==> src/rtl/kovacs_sequencer.sv <==
// Multi-phase protocol sequencer: steps through up to N_PHASES programmable phases
// (pass / zero / constant / hold) between the ADC stream and the DAC output.
module kovacs_sequencer #(
    parameter int unsigned DATA_IN_W  = 16,
    parameter int unsigned DATA_OUT_W = 14,
    parameter int unsigned N_PHASES   = 4,
    parameter int unsigned CNT_W      = 32,
    parameter int unsigned PH_W       = $clog2(N_PHASES)
) (
    input  logic                           clk_i,
    input  logic                           rst_i,
    input  logic                           enable_i,
    input  logic [DATA_IN_W-1:0]           data_i,
    input  logic [N_PHASES*CNT_W-1:0]      dur_i,
    input  logic [N_PHASES*2-1:0]          mode_i,
    input  logic [N_PHASES*DATA_OUT_W-1:0] level_i,
    input  logic [PH_W-1:0]                last_phase_i,
    output logic [DATA_OUT_W-1:0]          data_o,
    output logic [DATA_OUT_W-1:0]          indicator_o,
    output logic [PH_W-1:0]                phase_o,
    output logic                           cycle_o,
    output logic [15:0]                    cycle_count_o
);

    typedef enum logic [1:0] {
        MODE_PASS  = 2'd0,
        MODE_ZERO  = 2'd1,
        MODE_CONST = 2'd2,
        MODE_HOLD  = 2'd3
    } mode_e;

    localparam logic [DATA_OUT_W-1:0] IND_HI = {1'b0, {(DATA_OUT_W-1){1'b1}}};
    localparam logic [PH_W-1:0]       PH_MAX = PH_W'(N_PHASES-1);

    logic                  run_q,   run_d;
    logic [CNT_W-1:0]      cnt_q,   cnt_d;
    logic [PH_W-1:0]       phase_q, phase_d;
    logic [CNT_W-1:0]      dur_q,   dur_d;
    mode_e                 mode_q,  mode_d;
    logic [DATA_OUT_W-1:0] level_q, level_d;
    logic [DATA_OUT_W-1:0] hold_q,  hold_d;
    logic [DATA_OUT_W-1:0] data_q,  data_d;
    logic [DATA_OUT_W-1:0] ind_q,   ind_d;
    logic [PH_W-1:0]       oph_q,   oph_d;
    logic                  cyc_q,   cyc_d;
    logic [15:0]           ccnt_q,  ccnt_d;

    logic [PH_W-1:0]       last_c;
    logic                  wrap_c;
    logic [PH_W-1:0]       next_ph_c;
    logic [PH_W-1:0]       load_ph_c;
    logic [DATA_OUT_W-1:0] sample_c;
    logic                  unused_data;

    // Low input bits fall below the DAC resolution and are intentionally dropped.
    assign unused_data = ^data_i;
    assign sample_c    = data_i[DATA_IN_W-1 -: DATA_OUT_W];

    // Clamp is only needed when the index width can encode phases that do not exist.
    if ((2 ** PH_W) > N_PHASES) begin : g_clamp
        assign last_c = (last_phase_i > PH_MAX) ? PH_MAX : last_phase_i;
    end else begin : g_noclamp
        assign last_c = last_phase_i;
    end

    // A phase index above the last one (last lowered mid-run) also wraps to 0.
    assign wrap_c    = (phase_q >= last_c);
    assign next_ph_c = wrap_c ? '0 : phase_q + PH_W'(1);
    assign load_ph_c = run_q ? next_ph_c : '0;

    always_comb begin
        run_d   = run_q;
        cnt_d   = cnt_q;
        phase_d = phase_q;
        dur_d   = dur_q;
        mode_d  = mode_q;
        level_d = level_q;
        hold_d  = hold_q;
        data_d  = data_q;
        ind_d   = ind_q;
        oph_d   = oph_q;
        cyc_d   = 1'b0;
        ccnt_d  = ccnt_q;

        if (!enable_i) begin
            run_d   = 1'b0;
            cnt_d   = '0;
            phase_d = '0;
            data_d  = '0;
            ind_d   = '0;
            oph_d   = '0;
        end else if (!run_q) begin
            // First enabled edge: snapshot phase 0, outputs follow one edge later.
            run_d   = 1'b1;
            cnt_d   = '0;
            phase_d = '0;
            dur_d   = dur_i[32'(load_ph_c)*CNT_W +: CNT_W];
            mode_d  = mode_e'(mode_i[32'(load_ph_c)*2 +: 2]);
            level_d = level_i[32'(load_ph_c)*DATA_OUT_W +: DATA_OUT_W];
            data_d  = '0;
            ind_d   = '0;
            oph_d   = '0;
        end else begin
            oph_d = phase_q;
            ind_d = '0;
            case (mode_q)
                MODE_PASS: begin
                    data_d = sample_c;
                    hold_d = sample_c;
                    ind_d  = IND_HI;
                end
                MODE_ZERO:  data_d = '0;
                MODE_CONST: data_d = level_q;
                default:    data_d = hold_q;
            endcase

            if (cnt_q == dur_q) begin
                cnt_d   = '0;
                phase_d = next_ph_c;
                dur_d   = dur_i[32'(load_ph_c)*CNT_W +: CNT_W];
                mode_d  = mode_e'(mode_i[32'(load_ph_c)*2 +: 2]);
                level_d = level_i[32'(load_ph_c)*DATA_OUT_W +: DATA_OUT_W];
                if (wrap_c) begin
                    cyc_d  = 1'b1;
                    ccnt_d = ccnt_q + 16'd1;
                end
            end else begin
                cnt_d = cnt_q + CNT_W'(1);
            end
        end
    end

    always_ff @(posedge clk_i or posedge rst_i) begin
        if (rst_i) begin
            run_q   <= 1'b0;
            cnt_q   <= '0;
            phase_q <= '0;
            dur_q   <= '0;
            mode_q  <= MODE_PASS;
            level_q <= '0;
            hold_q  <= '0;
            data_q  <= '0;
            ind_q   <= '0;
            oph_q   <= '0;
            cyc_q   <= 1'b0;
            ccnt_q  <= '0;
        end else begin
            run_q   <= run_d;
            cnt_q   <= cnt_d;
            phase_q <= phase_d;
            dur_q   <= dur_d;
            mode_q  <= mode_d;
            level_q <= level_d;
            hold_q  <= hold_d;
            data_q  <= data_d;
            ind_q   <= ind_d;
            oph_q   <= oph_d;
            cyc_q   <= cyc_d;
            ccnt_q  <= ccnt_d;
        end
    end

    assign data_o        = data_q;
    assign indicator_o   = ind_q;
    assign phase_o       = oph_q;
    assign cycle_o       = cyc_q;
    assign cycle_count_o = ccnt_q;

endmodule
==> config.mk <==
export PLATFORM = sky130hd
export DESIGN_NAME = kovacs_sequencer
export DESIGN_NICKNAME = d
export VERILOG_FILES = /design/src/rtl/kovacs_sequencer.sv
export SDC_FILE = /design/constraint.sdc
export NUM_CORES = 1
export LEC_CHECK = 0
export CORE_ASPECT_RATIO = 1.5
export CORE_MARGIN = 5
export CORE_UTILIZATION = 49
export CTS_CLUSTER_SIZE = 16
export DETAILED_ROUTE_END_ITERATION = 7
export PLACE_DENSITY_LB_ADDON = 0.05
export SLEW_MARGIN = 20
export SYNTH_ARGS = -nofsm -noshare
export SYNTH_HDL_FRONTEND = slang
export SYNTH_SLANG_ARGS = --single-unit
==> constraint.sdc <==
create_clock -name clk_i -period 5.8 [get_ports clk_i]
set_input_delay 1.45 -clock clk_i [delete_from_list [all_inputs] [get_ports clk_i]]
set_output_delay 1.45 -clock clk_i [all_outputs]
set_load 0.03 [all_outputs]
==> impl_metrics.env <==
# source this file to load flow results
export IMPL_die_x_um=121.2
export IMPL_p_int_mw=2.010
export IMPL_dr_wl_met2_um=15070
export IMPL_status="complete, no violations"
export IMPL_numSynthFlops=131
export IMPL_placed_area_um2=11590
export IMPL_syn_to_final_growth_pct=34.15
export IMPL_synthTopLogicFamily="AND-OR/OR-AND gates"
export IMPL_aoi_share_pct=27.56
export IMPL_path_class="input pin to flop"
export IMPL_power_mw=2.883
export IMPL_yosys_warnings=0
export IMPL_yosysChipArea_um2=9089
export IMPL_worstSetupEndpoint="dur_q[31]"
export IMPL_hp_class="flop to flop"
export IMPL_clkbuf_count=17
export IMPL_async_flop_share_pct=100.0
export IMPL_drcViolationCount=0
export IMPL_grt_overflow=0
export IMPL_synth_nets=1203
export IMPL_clk_latency_ns=0.43
export IMPL_grtUsageMet3_pct=3.454
export IMPL_crit_cells=7
export IMPL_ys_sh_adder_pct=0.5507
export IMPL_min_period_ns=4.233
export IMPL_dr_pass1_iters=5
export IMPL_hold_path_end="cycle_count_o[15]"
export IMPL_p_leak_nw=4.819
export IMPL_avgViaCountPerCell=5.843
export IMPL_arrival_ns=4.57
export IMPL_yosysTopAreaCell="dfrtp_1"
export IMPL_topCellsByArea="dfrtp_1 (36%), nand2_1 (6.5%), xor2_1 (6.1%)"
export IMPL_clock_sinks=131
export IMPL_ys_seq_share_pct=36.07
export IMPL_fin_crit_sh_pct=72.98
[per-stage QoR]
stage / hold WS, ns / std cells / worst slack (ns)
floorplan: 0.4763 / 986 / 0.8523
global placement: 0.4577 / 1404 / 1.187
detailed placement: 0.4674 / 1404 / 1.168
CTS: 0.4759 / 1436 / 1.613
global route: 0.5008 / 1437 / 1.432
finish: 0.4732 / 1437 / 1.567
[power by group through the flow]
stage / logic [mW] / registers [mW] / clock network, mW
global placement: 0.658 / 1.14 / 0
detailed placement: 0.667 / 1.14 / 0
CTS: 0.670 / 1.13 / 1.10
finish: 0.666 / 1.13 / 1.09
floorplan: 0.413 / 1.12 / 0
global route: 0.723 / 1.14 / 1.14
Figure 1. Where the registers sit.
Other sequential cells in the stronger gray, the rest of the logic in the fainter gray.
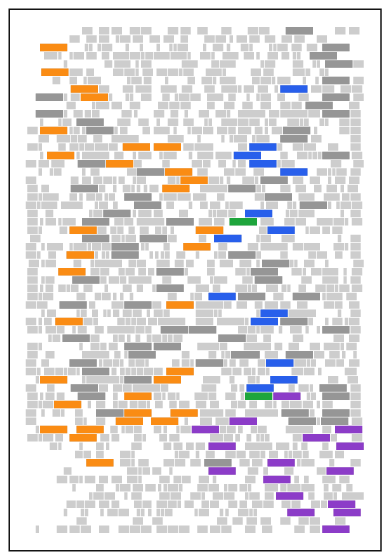
- blue: level_q (placed flops 14)
- orange: dur_q (placed flops 32)
- green: mode_q (placed flops 2)
- purple: cycle_count_o (placed flops 16; where bottom right)
- not colored: 67
sequential share of cell area: 26.90%
Util after Layout: 66.29%
Seq group: 1.13 mW
Sequential cell area: 3279 um2

Figure 2. A small window of the routed layout.
The bar under the picture is 20 um long. Window x 5 to 55, y 19 to 69 um. Cells in gray, sequential cells in the stronger gray; small squares are vias.
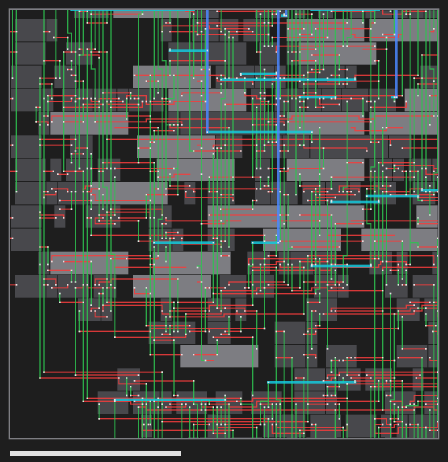
- blue: M4
- red: M1
- cyan: M3
- green: M2
- netlist names of flops here include: dur_q (11), cnt_q (9)
- sequential cells in the window: 20
- most frequent: nand2_1 (30), o211ai_1 (24), clkdlybuf4s50_1 (21)
- cells with their middle in the window: 157

Power figures rest on the tool's default switching activity, not on a simulated workload.
